File: config.mk
export PLATFORM = sky130hd
export DESIGN_NAME = prbs17_err_detect
export DESIGN_NICKNAME = d
export VERILOG_FILES = /design/src/rtl/prbs17_pkg.sv /design/src/rtl/prbs17_err_detect.sv
export SDC_FILE = /design/constraint.sdc
export NUM_CORES = 1
export LEC_CHECK = 0
export CORE_UTILIZATION = 32
export DETAILED_ROUTE_END_ITERATION = 8
export PLACE_DENSITY = 0.88
export SETUP_SLACK_MARGIN = 0.05
export SLEW_MARGIN = 20
export SYNTH_ARGS = -nofsm -noshare
export SYNTH_HDL_FRONTEND = slang
export SYNTH_SLANG_ARGS = --single-unit
export TNS_END_PERCENT = 30
File: constraint.sdc
create_clock -name vclk -period 13.2
set_input_delay 2.64 -clock vclk [all_inputs]
set_output_delay 2.64 -clock vclk [all_outputs]
set_load 0.02 [all_outputs]
File: src/rtl/prbs17_pkg.sv
// Shared constants and FSM encoding for the PRBS17 link checker.
package prbs17_pkg;

  localparam int WORD_W      = 16;
  localparam int HIST_W      = 2 * WORD_W;
  localparam int PRBS_TAP_A  = 17;  // x^17 term: the new bit depends on the bit 17 back
  localparam int PRBS_TAP_B  = 14;  // x^14 term
  localparam int PRIME_WORDS = 2;
  localparam int POP_W       = 5;   // enough to hold a popcount of 0..16

  typedef enum logic [1:0] {
    ST_IDLE  = 2'd0,
    ST_PRIME = 2'd1,
    ST_CHECK = 2'd2
  } state_e;

endpackage

File: src/rtl/prbs17_err_detect.sv
// Self-synchronising PRBS17 error detector.
// It checks every bit of the new word against the two bits 17 and 14
// positions earlier in the received stream, so no seed is needed.
module prbs17_err_detect
  import prbs17_pkg::*;
(
  input  logic [WORD_W-1:0] data_i,
  input  logic [HIST_W-1:0] hist_i,
  output logic [WORD_W-1:0] err_o,
  output logic [POP_W-1:0]  pop_o
);

  localparam int EXT_W   = WORD_W + PRBS_TAP_A;
  localparam int TAP_GAP = PRBS_TAP_A - PRBS_TAP_B;

  // Only the newest 17 history bits take part in the check.
  logic [EXT_W-1:0] ext;
  logic             unused_hist;

  assign ext         = {data_i, hist_i[HIST_W-1:HIST_W-PRBS_TAP_A]};
  assign unused_hist = ^hist_i[HIST_W-PRBS_TAP_A-1:0];

  // A single flipped line bit can raise up to three flags across two words.
  for (genvar gi = 0; gi < WORD_W; gi++) begin : g_err
    assign err_o[gi] = ext[gi] ^ ext[gi + TAP_GAP] ^ ext[gi + PRBS_TAP_A];
  end

  // Count the error flags of the current word.
  always_comb begin
    pop_o = '0;
    for (int i = 0; i < WORD_W; i++) begin
      pop_o = pop_o + POP_W'(err_o[i]);
    end
  end

endmodule

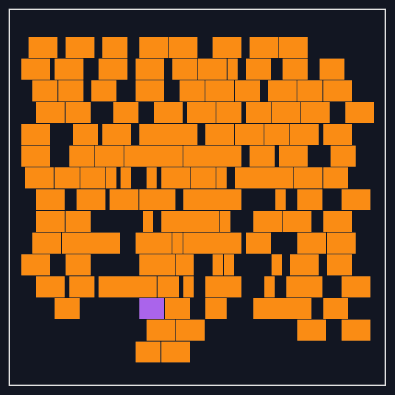
Figure 1: drive-strength map.
Drawn at 8 px/um.
size	color	cells	share
_2 cells	purple	1	0.83%
_0 and _1 cells	orange	120	99%
worst setup margin: 3.49 ns
Signal buffers: 54
post-route cell area: 1210 sq um

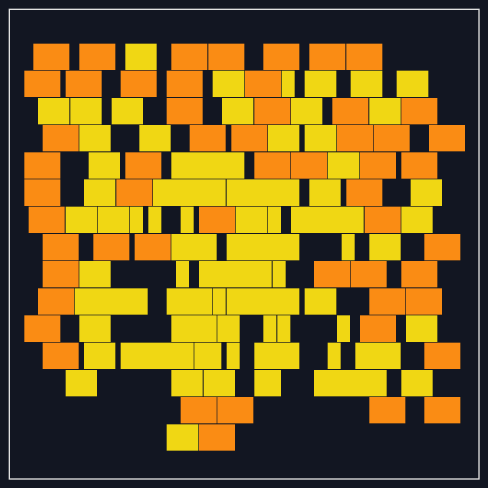
Figure 2: placed cells, one color a class.
Drawn at 10 px/um.
class	color	cells	share of their area
other buffers and delay cells	orange	54	46%
combinational and other logic	yellow	67	54%
final core utilization: 67.4%
core area: 1800 sq um

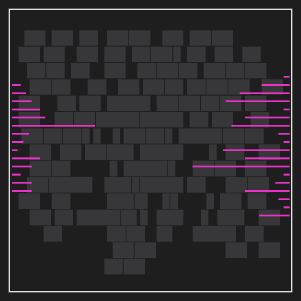
Figure 3: signal wires on met3.
Drawn at 6 px/um.
main direction	horizontal
longest straight run	15.9 um
share of all routed wire	8.7%
wire length on this layer	143 um
nets with wire on the layer	32
via count: 631
met3 GRT Util: 1.15%

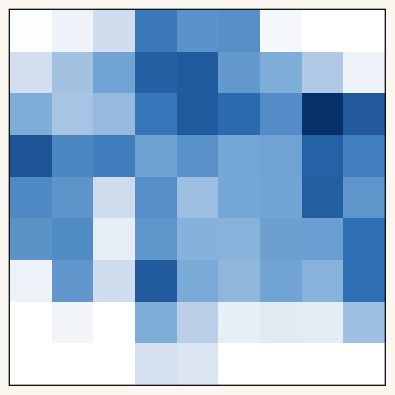
Figure 4: wire density map.
Drawn at 8 px/um. 9 x 9 tiles, from white (low) to dark blue (high), scaled to the fullest tile. Values are wire area over tile area, all layers added.
tiles over half the peak	48%
mean over tiles	0.12
densest ninth of the die	top middle
emptiest ninth of the die	bottom left
nearly empty tiles	15%
fullest tile	0.29

==> notes.md <==
fresh numbers from the pnr run: status completed, Place WS 3.47 ns, Die Wd 46.8 um, CP required 10.56 ns, Worst-Margin Slew 0.309 ns, Clock net power 0 mW, CP Launch Type input pin, Seq share, synth 0%, Tool Warnings 48, ys cells 67, max cap viols 0, area grow syn2layout 88.9%, MI comb area 591 sq um, Basic Gates by Area 0.973%, Fill cells 159, crit path time final 9.71 ns, worst vdd rail ir drop 0.285 mV, Top cell excl fill/tap clkdlybuf4s50_1, Main logic family XOR/XNOR gates, Yosys cell types 9, FF+latch count 0, Switch Pwr 0.187 mW, delay-heaviest family, CP adder cells, hold path depth 3, yosys stat chip area 643 sq um, WL/cell 11.2 um, Comb power 0.375 mW, Overall Power 0.375 mW, vias per inst 4.32, Seq pwr share 0%, Die H 46.8 um, switching share of power 49.8%, Pwr Density 309 nW/um^2, internal power 0.188 mW, critical path type in -> out, GR Util met2 32.5%, syn nets 130, Leak 0.484 nW, P_seq 0 mW, FF/Latch Area 0 sq um, ao+oa area frac 3.70%, placed insts 146, initial antenna violation count 0, Max FO, Critical Path 2, Placement Rows 15, n_diodes 0, most numerous logic cells after layout 54 x clkdlybuf4s50_1, 32 x xnor2_1, 14 x inv_1, post-synthesis instance total 67, Setup crit end pop_o[4], Yosys top cell by instances xnor2_1, drt pass-1 iters 1, Slew headroom 79.3%, critical path arrival 7.07 ns, GR peak layer met2, Hold Path Origin hist_i[17]
layout make-up:
type | count | area share [%]
inverter | 14 | 4.33
multi-input combinational | 53 | 48.6
tap | 25 | 2.57
timing repair buffer | 54 | 44.5
worst min-delay path: cells and delay by family:
| kind | cells | cell delay, ns |
|---|---|---|
| buf+inv | 2 | 1.02 |
| xor+xnor | 1 | 0.10 |
per-layer routing:
metal  up-vias  part of all wire (%)
met5         -                     0
met4         0                     0
met3         0                   8.7
met2        32                    56
met1       294                    35
li1        305                     -
kinds of logic after synthesis:
| group | after synthesis |
|---|---|
| AND/OR/NAND/NOR | 1 |
| adder cells (fa/ha/maj) | 15 |
| buffers and inverters | 14 |
| XOR/XNOR | 34 |
| AND-OR/OR-AND | 3 |
Power figures rest on the tool's default switching activity, not on a simulated workload.
